flops_by_reg.png
Other sequential cells in the stronger gray, the rest of the logic in the fainter gray.
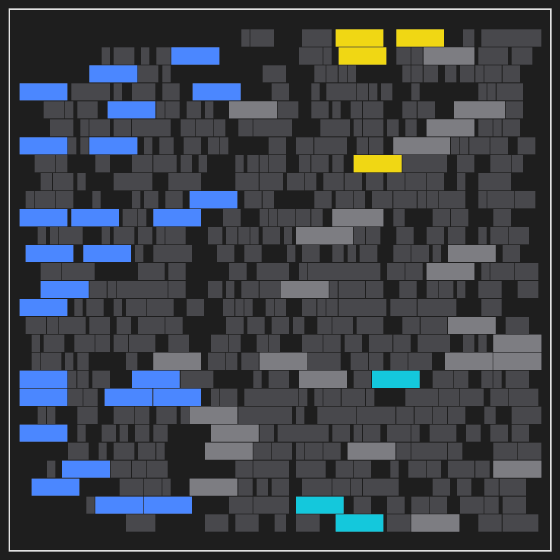
logic_types.png
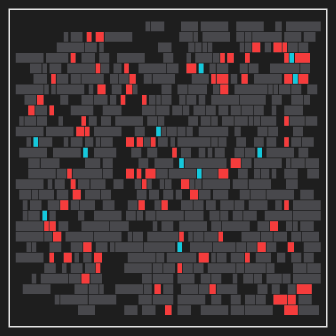
power_grid.png
Pins as bars on the die edge.
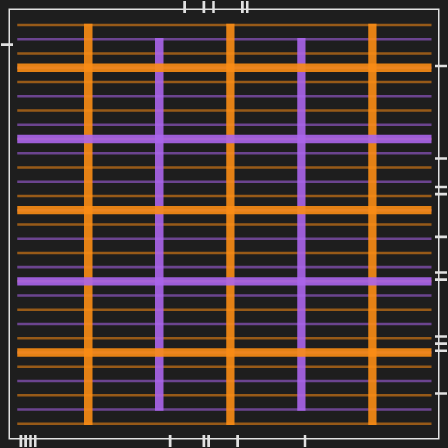
**config.mk**
```make
export PLATFORM = sky130hd
export DESIGN_NAME = drive_arbiter_flat
export DESIGN_NICKNAME = d
export VERILOG_FILES = /design/src/rtl/drive_arbiter_if.sv /design/src/rtl/drive_arbiter.sv /design/src/flat_wrapper.sv
export SDC_FILE = /design/constraint.sdc
export NUM_CORES = 1
export LEC_CHECK = 0
export ABC_CLOCK_PERIOD_IN_PS = 2000
export CAP_MARGIN = 20
export CORE_UTILIZATION = 50
export DETAILED_ROUTE_END_ITERATION = 8
export PLACE_DENSITY_LB_ADDON = 0.08
export SETUP_SLACK_MARGIN = 0.05
export SYNTH_ARGS = -nofsm -noshare
export SYNTH_HDL_FRONTEND = slang
export SYNTH_SLANG_ARGS = --single-unit
```
**constraint.sdc**
```tcl
create_clock -name clk -period 2 [get_ports clk]
set_input_delay 0.4 -clock clk [delete_from_list [all_inputs] [get_ports clk]]
set_output_delay 0.4 -clock clk [all_outputs]
set_load 0.005 [all_outputs]
```
**src/rtl/drive_arbiter_if.sv**
```systemverilog
// Drive-command channel between the arbiter and the motor driver.
interface drive_arbiter_if;
  logic       cmd_valid;
  logic       cmd_ready;
  logic [2:0] cmd_dir;
  logic [3:0] cmd_speed;

  modport master (output cmd_valid, cmd_dir, cmd_speed, input cmd_ready);
  modport slave  (input cmd_valid, cmd_dir, cmd_speed, output cmd_ready);
endinterface

```
**src/rtl/drive_arbiter.sv**
```systemverilog
// Drive-command arbiter: IR manual / vision auto / estop mode FSM feeding a valid/ready channel.
// Optional MIC_SPEED_EN: AUTO_TRACK speed follows mic_level instead of TRACK_SPEED.
module drive_arbiter #(
  parameter int unsigned TIMEOUT_CYCLES = 25_000_000,
  parameter int unsigned LOST_FRAMES    = 8,
  parameter int unsigned ACQ_FRAMES     = 3,
  parameter logic [3:0]  MANUAL_SPEED   = 4'd8,
  parameter logic [3:0]  SEARCH_SPEED   = 4'd4,
  parameter logic [3:0]  TRACK_SPEED    = 4'd10
) (
  input  logic                  clk,
  input  logic                  reset,
  input  logic [2:0]            ir_cmd,
  input  logic                  ir_toggle,
  input  logic [3:0]            mic_level,
  input  logic                  vis_valid,
  input  logic [1:0]            vis_dir,
  input  logic                  frame_tick,
  output logic [2:0]            mode,
  drive_arbiter_if.master       cmd
);

  typedef enum logic [2:0] {
    S_IDLE   = 3'd0,
    S_MANUAL = 3'd1,
    S_SEARCH = 3'd2,
    S_TRACK  = 3'd3,
    S_ESTOP  = 3'd4
  } state_t;

  localparam logic [2:0] D_STOP  = 3'd0;
  localparam logic [2:0] D_FWD   = 3'd1;
  localparam logic [2:0] D_LEFT  = 3'd3;
  localparam logic [2:0] D_RIGHT = 3'd4;

  localparam int unsigned TW = $clog2(TIMEOUT_CYCLES + 1);
  localparam int unsigned FMAX = (LOST_FRAMES > ACQ_FRAMES) ? LOST_FRAMES : ACQ_FRAMES;
  localparam int unsigned FW = $clog2(FMAX + 1);
  localparam logic [TW-1:0] TMO_LAST = TW'(TIMEOUT_CYCLES - 1);
  localparam logic [FW-1:0] ACQ_LAST = FW'(ACQ_FRAMES - 1);
  localparam logic [FW-1:0] LOST_LAST = FW'(LOST_FRAMES - 1);
  localparam logic [FW-1:0] ACQ_SAT = FW'(ACQ_FRAMES);
  localparam logic [FW-1:0] LOST_SAT = FW'(LOST_FRAMES);

  state_t        state, state_n;
  logic          toggle_q;
  logic [2:0]    man_dir, man_dir_n;
  logic [TW-1:0] tmo_cnt;
  logic [FW-1:0] acq_cnt, lost_cnt;
  logic [1:0]    vdir_q;
  logic [2:0]    last_dir, want_dir, ref_dir, out_dir;
  logic [3:0]    last_spd, want_spd, ref_spd, out_spd, trk_spd;
  logic          out_vld, hs;
  logic          ir_event, target, auto_entry;

  assign ir_event   = ir_toggle ^ toggle_q;
  assign target     = vis_valid && (vis_dir != 2'b11);
  assign auto_entry = (state_n == S_SEARCH || state_n == S_TRACK) && (state_n != state);
  assign mode       = state;

  // IR events take precedence; vision and timeout only act on quiet cycles.
  always_comb begin
    state_n   = state;
    man_dir_n = man_dir;
    if (ir_event) begin
      if (ir_cmd == 3'd7) begin
        state_n = S_ESTOP;
      end else begin
        case (state)
          S_IDLE: begin
            if (ir_cmd inside {[3'd1:3'd4]}) begin
              state_n = S_MANUAL; man_dir_n = ir_cmd;
            end else if (ir_cmd == 3'd5) begin
              state_n = S_SEARCH;
            end else if (ir_cmd == 3'd6) begin
              state_n = S_MANUAL; man_dir_n = D_STOP;
            end
          end
          S_MANUAL: begin
            if (ir_cmd <= 3'd4) man_dir_n = ir_cmd;
            else if (ir_cmd == 3'd5) state_n = S_SEARCH;
          end
          S_SEARCH, S_TRACK: begin
            if (ir_cmd == 3'd0) begin
              state_n = S_IDLE;
            end else if (ir_cmd <= 3'd4) begin
              state_n = S_MANUAL; man_dir_n = ir_cmd;
            end else if (ir_cmd == 3'd6) begin
              state_n = S_MANUAL; man_dir_n = D_STOP;
            end
          end
          S_ESTOP: if (ir_cmd == 3'd0) state_n = S_IDLE;
          default: state_n = S_IDLE;
        endcase
      end
    end else begin
      if (state == S_MANUAL && tmo_cnt == TMO_LAST) man_dir_n = D_STOP;
      if (frame_tick) begin
        if (state == S_SEARCH && target && acq_cnt == ACQ_LAST) state_n = S_TRACK;
        if (state == S_TRACK && !target && lost_cnt == LOST_LAST) state_n = S_SEARCH;
      end
    end
  end

  always_ff @(posedge clk) begin
    if (reset) begin
      state    <= S_IDLE;
      toggle_q <= 1'b0;
      man_dir  <= D_STOP;
      tmo_cnt  <= '0;
      acq_cnt  <= '0;
      lost_cnt <= '0;
      vdir_q   <= 2'b00;
    end else begin
      state    <= state_n;
      toggle_q <= ir_toggle;
      man_dir  <= man_dir_n;
      if (ir_event) tmo_cnt <= '0;
      else if (state == S_MANUAL && tmo_cnt != TMO_LAST) tmo_cnt <= tmo_cnt + 1'b1;
      if (auto_entry) begin
        acq_cnt  <= '0;
        lost_cnt <= '0;
      end else if (frame_tick) begin
        if (target) begin
          acq_cnt  <= (acq_cnt == ACQ_SAT) ? acq_cnt : acq_cnt + 1'b1;
          lost_cnt <= '0;
        end else begin
          lost_cnt <= (lost_cnt == LOST_SAT) ? lost_cnt : lost_cnt + 1'b1;
          acq_cnt  <= '0;
        end
      end
      if (frame_tick && target) vdir_q <= vis_dir;
    end
  end

`ifdef MIC_SPEED_EN
  assign trk_spd = mic_level;
`else
  logic unused_mic;
  assign unused_mic = ^mic_level;
  assign trk_spd = TRACK_SPEED;
`endif

  always_comb begin
    want_dir = D_STOP;
    want_spd = 4'd0;
    case (state)
      S_MANUAL: if (man_dir != D_STOP) begin
        want_dir = man_dir; want_spd = MANUAL_SPEED;
      end
      S_SEARCH: begin
        want_dir = D_LEFT; want_spd = SEARCH_SPEED;
      end
      S_TRACK: if (trk_spd != 4'd0) begin
        want_spd = trk_spd;
        case (vdir_q)
          2'b00:   want_dir = D_FWD;
          2'b01:   want_dir = D_LEFT;
          2'b10:   want_dir = D_RIGHT;
          default: begin want_dir = D_STOP; want_spd = 4'd0; end
        endcase
      end
      default: ;
    endcase
  end

  // Compare against the word leaving this cycle, else the last word delivered.
  assign hs      = out_vld && cmd.cmd_ready;
  assign ref_dir = hs ? out_dir : last_dir;
  assign ref_spd = hs ? out_spd : last_spd;

  always_ff @(posedge clk) begin
    if (reset) begin
      out_vld  <= 1'b0;
      out_dir  <= D_STOP;
      out_spd  <= 4'd0;
      last_dir <= D_STOP;
      last_spd <= 4'd0;
    end else begin
      if (hs) begin
        last_dir <= out_dir;
        last_spd <= out_spd;
      end
      if (!out_vld || cmd.cmd_ready) begin
        if (want_dir != ref_dir || want_spd != ref_spd) begin
          out_vld <= 1'b1;
          out_dir <= want_dir;
          out_spd <= want_spd;
        end else begin
          out_vld <= 1'b0;
        end
      end
    end
  end

  assign cmd.cmd_valid = out_vld;
  assign cmd.cmd_dir   = out_dir;
  assign cmd.cmd_speed = out_spd;

endmodule

```
**src/flat_wrapper.sv**
```systemverilog
// flat-port wrapper written by rule: the top's interface ports become plain ports
module drive_arbiter_flat 
#(
  parameter int unsigned TIMEOUT_CYCLES = 25_000_000,
  parameter int unsigned LOST_FRAMES    = 8,
  parameter int unsigned ACQ_FRAMES     = 3,
  parameter logic [3:0]  MANUAL_SPEED   = 4'd8,
  parameter logic [3:0]  SEARCH_SPEED   = 4'd4,
  parameter logic [3:0]  TRACK_SPEED    = 4'd10
)
  (clk, reset, ir_cmd, ir_toggle, mic_level, vis_valid, vis_dir, frame_tick, mode, cmd_cmd_valid, cmd_cmd_dir, cmd_cmd_speed, cmd_cmd_ready);
  drive_arbiter_if cmd_i ();
  input  logic clk;
  input  logic reset;
  input  logic [2:0] ir_cmd;
  input  logic ir_toggle;
  input  logic [3:0] mic_level;
  input  logic vis_valid;
  input  logic [1:0] vis_dir;
  input  logic frame_tick;
  output logic [2:0] mode;
  output wire logic [$bits(cmd_i.cmd_valid)-1:0] cmd_cmd_valid;
  output wire logic [$bits(cmd_i.cmd_dir)-1:0] cmd_cmd_dir;
  output wire logic [$bits(cmd_i.cmd_speed)-1:0] cmd_cmd_speed;
  input wire logic [$bits(cmd_i.cmd_ready)-1:0] cmd_cmd_ready;
  assign cmd_cmd_valid = cmd_i.cmd_valid;
  assign cmd_cmd_dir = cmd_i.cmd_dir;
  assign cmd_cmd_speed = cmd_i.cmd_speed;
  assign cmd_i.cmd_ready = cmd_cmd_ready;
  drive_arbiter #(.TIMEOUT_CYCLES(TIMEOUT_CYCLES), .LOST_FRAMES(LOST_FRAMES), .ACQ_FRAMES(ACQ_FRAMES), .MANUAL_SPEED(MANUAL_SPEED), .SEARCH_SPEED(SEARCH_SPEED), .TRACK_SPEED(TRACK_SPEED)) u_core (.clk(clk), .reset(reset), .ir_cmd(ir_cmd), .ir_toggle(ir_toggle), .mic_level(mic_level), .vis_valid(vis_valid), .vis_dir(vis_dir), .frame_tick(frame_tick), .mode(mode), .cmd(cmd_i));
endmodule
```
==> run summary <==
fresh numbers from the pnr run: Area leader share 35.2%, layout cell share with drive strength beyond 1 between 30% and 40%, Post-Syn Instances 387, # setup viols final 0, Biggest consumer sequential cells, syn_nets between 400 and 500, most numerous logic cells after layout buf_4 (71), dfxtp_1 (51), nor2_1 (47), post-route ant nets 0, top cells by count dfxtp_1 (56), nor2_1 (48), nand2_1 (34), largest net degree at the start of global routing 18, Logic area around 2200 µm², dpl cells 526, # Cells Yosys 387, P_sw 0.658 mW, Comb power approximately 0.53 mW, Int Pwr 1.79 mW, status complete, no violations, flip-flops 56, Pwr Total 2.45 mW, unrepaired setup endpoints after global routing true
Notes on flops_by_reg.png above:
Key: u_core.cmd.cmd_speed = cyan [sequential cells 3]; u_core.tmo_cnt = blue [sequential cells 25]; u_core.acq_cnt = yellow [sequential cells 4]
Layout Utilization: 71.9%
Register Area: 1130 µm²
P_seq: 1.18 mW
Seq area share: 26.1%

Notes on logic_types.png above:
Key: NAND gates = red [cells 77, where spread over the die]; inverters = cyan [cells 11]
most frequent logic cell in the layout: buf_4
logic share of the area: 50.0%

Notes on power_grid.png above:
Key: VDD = purple; VSS = orange
29 met1 rails follow the rows. 26 signal pins sit on the boundary. The core has 28 rows. 5 straps on met5. 5 straps on met4.
core area: 6030 µm²
Die Y: 81.8 µm

cells by family after synthesis:
logic type	share of synthesized area (%)
other	0.118
flip-flops	35.2
XOR/XNOR	7.71
adder cells (fa/ha/maj)	1.97
AND-OR/OR-AND	16.2
AND/OR/NAND/NOR	31.7
buffers and inverters	4.48
multiplexers	2.52
worst max-delay path by stage:
stage              startpoint                      end  slack, ns  cells after the start
3_5_place_dp       vis_dir[0]        u_core.acq_cnt[0]      -0.43                      7
2_1_floorplan      frame_tick       u_core.lost_cnt[0]       0.06                      7
5_1_grt        u_core.mode[0]  u_core.cmd.cmd_speed[3]    -0.0009                      7
3_3_place_gp        vis_valid        u_core.acq_cnt[1]      -0.40                      7
6_report       u_core.mode[0]  u_core.cmd.cmd_speed[3]       0.05                      7
4_1_cts        u_core.mode[2]  u_core.cmd.cmd_speed[3]       0.03                      7
routing by layer:
metal / vias up / part of all wire, %
met5: - / 0
met4: 0 / 1.0
met3: 8 / 3.1
met2: 46 / 51
met1: 1446 / 45
li1: 1535 / -
through the flow:
step	cell area [µm²]	hold slack, ns
finish	4340	0.467
detailed placement	3870	0.460
floorplan	3190	0.433
global route	4340	0.496
CTS	4070	0.475
global placement	3870	0.449
critical path, delay by kind of cell, from the launching register on:
kind / cells / cell delay (ns)
buffers and inverters: 1 / 0.15
AOI/OAI and AO/OA: 3 / 0.50
and+or+nand+nor: 2 / 0.73
DFF: 1 / 0.38
muxes: 1 / 0.12
state kept, by name, summed over array words and instances, names as in the netlist:
register              count
u_core.lost_cnt           4
u_core.cmd.cmd_speed      3
u_core.tmo_cnt           25
u_core.acq_cnt            4
u_core.mode               3
u_core.last_spd           4
u_core.last_dir           3
u_core.toggle_q           1
u_core.cmd.cmd_dir        3
u_core.man_dir            3
u_core.vdir_q             2
u_core.cmd.cmd_valid      1
Power and IR drop assume default switching activity.
